## src/rtl/sdram_selftest_ctrl.sv

```systemverilog
// Self-test master for the SDRAM base module: writes a pattern over a range of words, reads it back and reports.
// Define SDRAM_SELFTEST_LFSR_EN to use a 64-bit LFSR pattern instead of the address-derived one.
module sdram_selftest_ctrl #(
    parameter logic [23:0] ADDR_START = 24'h000000,
    parameter int unsigned WORD_COUNT = 256,
    parameter int unsigned ADDR_STEP  = 4,
    parameter int unsigned TIMEOUT    = 4096
) (
    input  logic        CLOCK,
    input  logic        RESET,
    input  logic        iStart,
    output logic        oBusy,
    output logic        oPass,
    output logic        oFail,
    output logic        oTimeout,
    output logic [15:0] oErrCount,
    output logic [23:0] oFirstErrAddr,
    output logic [1:0]  oCall,
    input  logic [1:0]  iDone,
    output logic [23:0] oAddr,
    output logic [63:0] oData,
    input  logic [63:0] iData
);

    typedef enum logic [2:0] {
        S_IDLE, S_WRITE, S_WR_NEXT, S_RD_INIT, S_READ, S_CHECK, S_FINISH
    } state_t;

    localparam logic [15:0] LAST_IDX = 16'(WORD_COUNT - 1);
    localparam logic [31:0] TMO_LAST = 32'(TIMEOUT - 1);
    localparam logic [23:0] STEP     = 24'(ADDR_STEP);
    localparam logic [1:0]  CALL_WR  = 2'b10;
    localparam logic [1:0]  CALL_RD  = 2'b01;

    state_t      state_q, state_d;
    logic [23:0] addr_q, addr_d;
    logic [15:0] idx_q, idx_d;
    logic [63:0] pat_q, pat_d;
    logic [63:0] rdata_q, rdata_d;
    logic [31:0] tmo_cnt_q, tmo_cnt_d;
    logic [15:0] err_cnt_q, err_cnt_d;
    logic [23:0] first_err_q, first_err_d;
    logic        timeout_q, timeout_d;
    logic        pass_q, pass_d;
    logic        fail_q, fail_d;
    logic        busy_q, busy_d;
    logic [1:0]  call_q, call_d;

    logic [23:0] addr_next;
    logic [63:0] pat_init;
    logic [63:0] pat_adv;
    logic        mismatch;

`ifdef SDRAM_SELFTEST_LFSR_EN
    localparam logic [63:0] LFSR_SEED = 64'h0123_4567_89AB_CDEF;
`else
    function automatic logic [63:0] addr_pattern(input logic [23:0] a);
        return {8'hA5, a, 8'h5A, ~a};
    endfunction
`endif

    // Pattern for the first word of a pass and for the word after the current one.
    always_comb begin
        addr_next = addr_q + STEP;
`ifdef SDRAM_SELFTEST_LFSR_EN
        pat_init = LFSR_SEED;
        pat_adv  = {pat_q[62:0], pat_q[63] ^ pat_q[62] ^ pat_q[60] ^ pat_q[59]};
`else
        pat_init = addr_pattern(ADDR_START);
        pat_adv  = addr_pattern(addr_next);
`endif
    end

    assign mismatch = (rdata_q != pat_q);

    always_comb begin
        state_d     = state_q;
        addr_d      = addr_q;
        idx_d       = idx_q;
        pat_d       = pat_q;
        rdata_d     = rdata_q;
        tmo_cnt_d   = tmo_cnt_q;
        err_cnt_d   = err_cnt_q;
        first_err_d = first_err_q;
        timeout_d   = timeout_q;
        pass_d      = pass_q;
        fail_d      = fail_q;
        busy_d      = busy_q;
        call_d      = 2'b00;

        case (state_q)
            S_IDLE, S_FINISH: begin
                if (iStart) begin
                    err_cnt_d   = '0;
                    first_err_d = '0;
                    timeout_d   = 1'b0;
                    pass_d      = 1'b0;
                    fail_d      = 1'b0;
                    busy_d      = 1'b1;
                    addr_d      = ADDR_START;
                    idx_d       = '0;
                    pat_d       = pat_init;
                    tmo_cnt_d   = '0;
                    call_d      = CALL_WR;
                    state_d     = S_WRITE;
                end
            end
            S_WRITE, S_READ: begin
                call_d = (state_q == S_WRITE) ? CALL_WR : CALL_RD;
                // A done pulse beats a timeout landing in the same cycle.
                if (state_q == S_WRITE && iDone[1]) begin
                    call_d  = 2'b00;
                    state_d = S_WR_NEXT;
                end else if (state_q == S_READ && iDone[0]) begin
                    call_d  = 2'b00;
                    rdata_d = iData;
                    state_d = S_CHECK;
                end else if (tmo_cnt_q == TMO_LAST) begin
                    call_d    = 2'b00;
                    timeout_d = 1'b1;
                    busy_d    = 1'b0;
                    pass_d    = 1'b0;
                    fail_d    = 1'b1;
                    state_d   = S_FINISH;
                end else begin
                    tmo_cnt_d = tmo_cnt_q + 32'd1;
                end
            end
            S_WR_NEXT: begin
                addr_d = addr_next;
                idx_d  = idx_q + 16'd1;
                pat_d  = pat_adv;
                if (idx_q == LAST_IDX) begin
                    state_d = S_RD_INIT;
                end else begin
                    tmo_cnt_d = '0;
                    call_d    = CALL_WR;
                    state_d   = S_WRITE;
                end
            end
            S_RD_INIT: begin
                addr_d    = ADDR_START;
                idx_d     = '0;
                pat_d     = pat_init;
                tmo_cnt_d = '0;
                call_d    = CALL_RD;
                state_d   = S_READ;
            end
            S_CHECK: begin
                if (mismatch) begin
                    if (err_cnt_q != 16'hFFFF) err_cnt_d = err_cnt_q + 16'd1;
                    if (err_cnt_q == 16'd0) first_err_d = addr_q;
                end
                addr_d = addr_next;
                idx_d  = idx_q + 16'd1;
                pat_d  = pat_adv;
                if (idx_q == LAST_IDX) begin
                    busy_d  = 1'b0;
                    pass_d  = !mismatch && (err_cnt_q == 16'd0) && !timeout_q;
                    fail_d  = !pass_d;
                    state_d = S_FINISH;
                end else begin
                    tmo_cnt_d = '0;
                    call_d    = CALL_RD;
                    state_d   = S_READ;
                end
            end
            default: state_d = S_IDLE;
        endcase
    end

    always_ff @(posedge CLOCK) begin
        if (RESET) begin
            state_q     <= S_IDLE;
            addr_q      <= '0;
            idx_q       <= '0;
            pat_q       <= '0;
            rdata_q     <= '0;
            tmo_cnt_q   <= '0;
            err_cnt_q   <= '0;
            first_err_q <= '0;
            timeout_q   <= 1'b0;
            pass_q      <= 1'b0;
            fail_q      <= 1'b0;
            busy_q      <= 1'b0;
            call_q      <= 2'b00;
        end else begin
            state_q     <= state_d;
            addr_q      <= addr_d;
            idx_q       <= idx_d;
            pat_q       <= pat_d;
            rdata_q     <= rdata_d;
            tmo_cnt_q   <= tmo_cnt_d;
            err_cnt_q   <= err_cnt_d;
            first_err_q <= first_err_d;
            timeout_q   <= timeout_d;
            pass_q      <= pass_d;
            fail_q      <= fail_d;
            busy_q      <= busy_d;
            call_q      <= call_d;
        end
    end

    assign oBusy         = busy_q;
    assign oPass         = pass_q;
    assign oFail         = fail_q;
    assign oTimeout      = timeout_q;
    assign oErrCount     = err_cnt_q;
    assign oFirstErrAddr = first_err_q;
    assign oCall         = call_q;
    assign oAddr         = addr_q;
    assign oData         = pat_q;

endmodule
```

## config.mk

```make
export PLATFORM = sky130hd
export DESIGN_NAME = sdram_selftest_ctrl
export DESIGN_NICKNAME = d
export VERILOG_FILES = /design/src/rtl/sdram_selftest_ctrl.sv
export SDC_FILE = /design/constraint.sdc
export NUM_CORES = 1
export LEC_CHECK = 0
export CAP_MARGIN = 20
export CORE_MARGIN = 1.5
export CORE_UTILIZATION = 53
export CTS_BUF_LIST = sky130_fd_sc_hd__clkbuf_4
export CTS_CLUSTER_SIZE = 20
export DETAILED_ROUTE_END_ITERATION = 12
export PLACE_DENSITY = 0.83
export SLEW_MARGIN = 20
export SYNTH_ARGS = -nofsm -noshare
export SYNTH_HDL_FRONTEND = slang
export SYNTH_SLANG_ARGS = --single-unit
```

## constraint.sdc

```tcl
create_clock -name CLOCK -period 3.2 [get_ports CLOCK]
set_input_delay 0.64 -clock CLOCK [delete_from_list [all_inputs] [get_ports CLOCK]]
set_output_delay 0.64 -clock CLOCK [all_outputs]
set_load 0.01 [all_outputs]
```

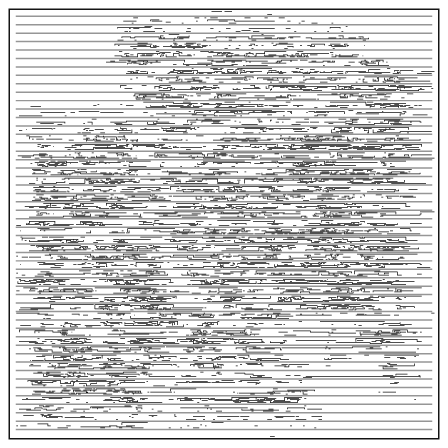
(signal wires on met1)
Supply wires on this layer in grey.
main direction: horizontal
longest straight run: 36.8 um
nets with wire on the layer: 1,267
share of all routed wire: 40%
wire length on this layer: 10,400 um
DR vias: 9,059
met1 Usage GRT: 0.311
total wire length: 25,900 um

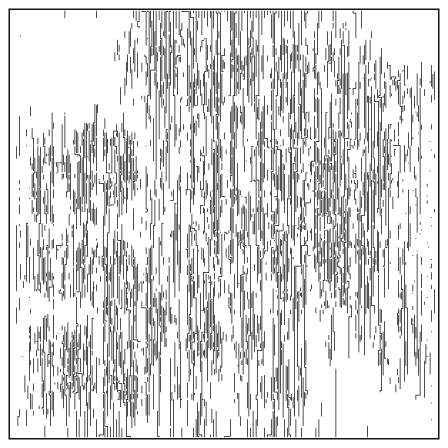
(met2 routing)
main direction: vertical
share of all routed wire: 49%
longest straight run: 48.6 um
wire length on this layer: 12,700 um
met2 usage: 0.450

==> impl_metrics.env <==
# source this file to load flow results
export IMPL_cts_tree="yes"
export IMPL_top_area_cell="dfxtp_1"
export IMPL_cts_buffers=53
export IMPL_core_sq_um=17900
export IMPL_final_antenna_net_count=0
export IMPL_cp_end_kind="flip-flop"
export IMPL_max_cap_violations=0
export IMPL_status="finished, final reports clean"
export IMPL_fill_cells=1482
export IMPL_hold_path_class="in2reg"
export IMPL_gp_congestion=0.871
export IMPL_drt_iter0_drc=536
export IMPL_grt_pass1_wl_um=41400
export IMPL_grt_pass1_vias=8381
export IMPL_tightest_slew_ps=1100
export IMPL_fin_ws_ps=501
export IMPL_rsz0062_at_grt="false"
export IMPL_r2r_start="oAddr[21]$_SDFFE_PP0P_"
export IMPL_ys_area_sq_um=9660
export IMPL_design_area_sq_um=12300
export IMPL_slew_headroom=0.269
export IMPL_cts_setup_buffers=0
export IMPL_holdPathStages=2
export IMPL_power_leakage_nw=4.35
export IMPL_dieArea_sq_um=19100
export IMPL_synth_flops=206
export IMPL_clk_pin_slew_ps=80
export IMPL_crit_path_start_kind="flip-flop"
export IMPL_synthArstFlopShare=0
export IMPL_final_net_count=1443
export IMPL_p_per_area_nw_per_um2=640
export IMPL_synth_cell_types=58
export IMPL_power_mw=7.88
export IMPL_rows=49
export IMPL_finalSetupViolations=0
export IMPL_cp_arrival_ps=3220
export IMPL_path_buffers=1
export IMPL_synth_area_sq_um=9660
export IMPL_rrSetupSlack_ps=500
export IMPL_grt_max_degree=106
export IMPL_grtUsageTotal=0.261
export IMPL_clk_latency_ps=660
export IMPL_top_cell="nand2_1"
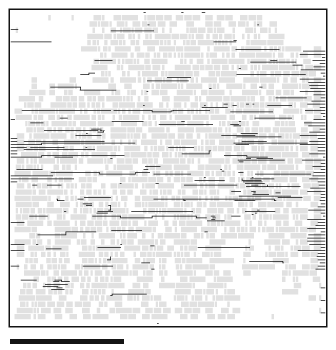
(the metal 3 layer)
Bar = 50 um. Cells faint in the background.
share of all routed wire: 7.4%
wire length on this layer: 1,920 um
main direction: horizontal
nets with wire on the layer: 174
GRT met3 Usage: 0.0634

## power by group
| part | internal, mW | switching, mW | total (mW) |
|---|---|---|---|
| Sequential | 2.79 | 0.275 | 3.07 |
| Clock | 1.29 | 1.08 | 2.38 |
| Combinational | 1.09 | 1.35 | 2.44 |
| Total | 5.17 | 2.71 | 7.88 |
## cell type report
| class | instances | area [sq um] | area share |
|---|---|---|---|
| tap | 229 | 287 | 0.0233 |
| multi-input combinational | 871 | 4930 | 0.401 |
| clock inverter | 18 | 124 | 0.0101 |
| antenna | 1 | 2.50 | 0.000203 |
| clock buffer | 79 | 593 | 0.0482 |
| timing repair buffer | 225 | 2200 | 0.179 |
| inverter | 12 | 45.0 | 0.00366 |
| sequential | 206 | 4120 | 0.335 |
## worst reg2reg max path, stage by stage (launching register included)
cell and delay (ps):
dfxtp_1 580, xnor2_1 170, nand4_1 100, nor4_1 520
nand4_1 400, a21oi_1 230, buf_4 280, mux2i_1 220
nor2_1 60
## sequential cells by signal, indices dropped and copies added, names as in the netlist
signal / count
oBusy: 1
rdata_q: 64
oFirstErrAddr: 22
oAddr: 21
oPass: 1
state_q: 3
oErrCount: 16
idx_q: 16
oTimeout: 1
oFail: 1
tmo_cnt_q: 32
oData: 26
oCall: 2
## worst max path at each step
stage / cells after the start / end / slack (ps)
after CTS: 8 / oFirstErrAddr[22]$_SDFFE_PP0P_ / 530
after global placement: 8 / tmo_cnt_q[31]$_SDFFE_PP0P_ / 350
after floorplan: 8 / oAddr[20]$_SDFFE_PP0P_ / 800
final: 8 / oErrCount[1]$_SDFFE_PP0P_ / 500
after global routing: 8 / oErrCount[4]$_SDFFE_PP0P_ / 290
after detailed placement: 8 / tmo_cnt_q[31]$_SDFFE_PP0P_ / 250
## stage by stage
| step | hold WS (ps) | utilization | instances |
|---|---|---|---|
| floorplan | 436 | - | 1206 |
| global placement | 442 | 0.647 | 1543 |
| detailed placement | 448 | 0.647 | 1543 |
| CTS | 192 | 0.687 | 1640 |
| global route | 199 | 0.688 | 1641 |
| finish | 245 | 0.688 | 1641 |
## kinds of logic after synthesis
kind of cell | after synthesis | synth area share
simple gates | 524 | 0.254
compound gates | 197 | 0.120
other cells | 1 | 0.000388
flops | 206 | 0.427
mux | 26 | 0.0269
buf+inv | 129 | 0.0681
fa+ha+maj | 5 | 0.00647
xor+xnor | 107 | 0.0970
## layout by cell type, fill, tap and decap left out, types with 13 or more instances in the layout
cell | synthesis | routed
nand2_1 | 234 | 233
dfxtp_1 | 206 | 206
clkdlybuf4s50_1 | 0 | 189
a21oi_1 | 111 | 111
nor2_1 | 104 | 103
clkbuf_4 | 0 | 79
xnor2_1 | 63 | 63
xor2_1 | 44 | 44
nand3_1 | 33 | 33
buf_4 | 43 | 33
nand4_1 | 32 | 32
mux2i_1 | 26 | 26
o21ai_0 | 26 | 25
or3_1 | 22 | 22
nor3_1 | 20 | 20
and3_1 | 18 | 18
nor4_1 | 15 | 15
o22ai_1 | 13 | 13
## per-layer routing
layer,GRT usage,vias to the layer above,wire (um)
li1,-,4418,-
met1,0.311,4225,10400
met2,0.450,347,12700
met3,0.0634,69,1920
met4,0.107,0,840
met5,0,-,0
Power is estimated from default activity; no workload was simulated.
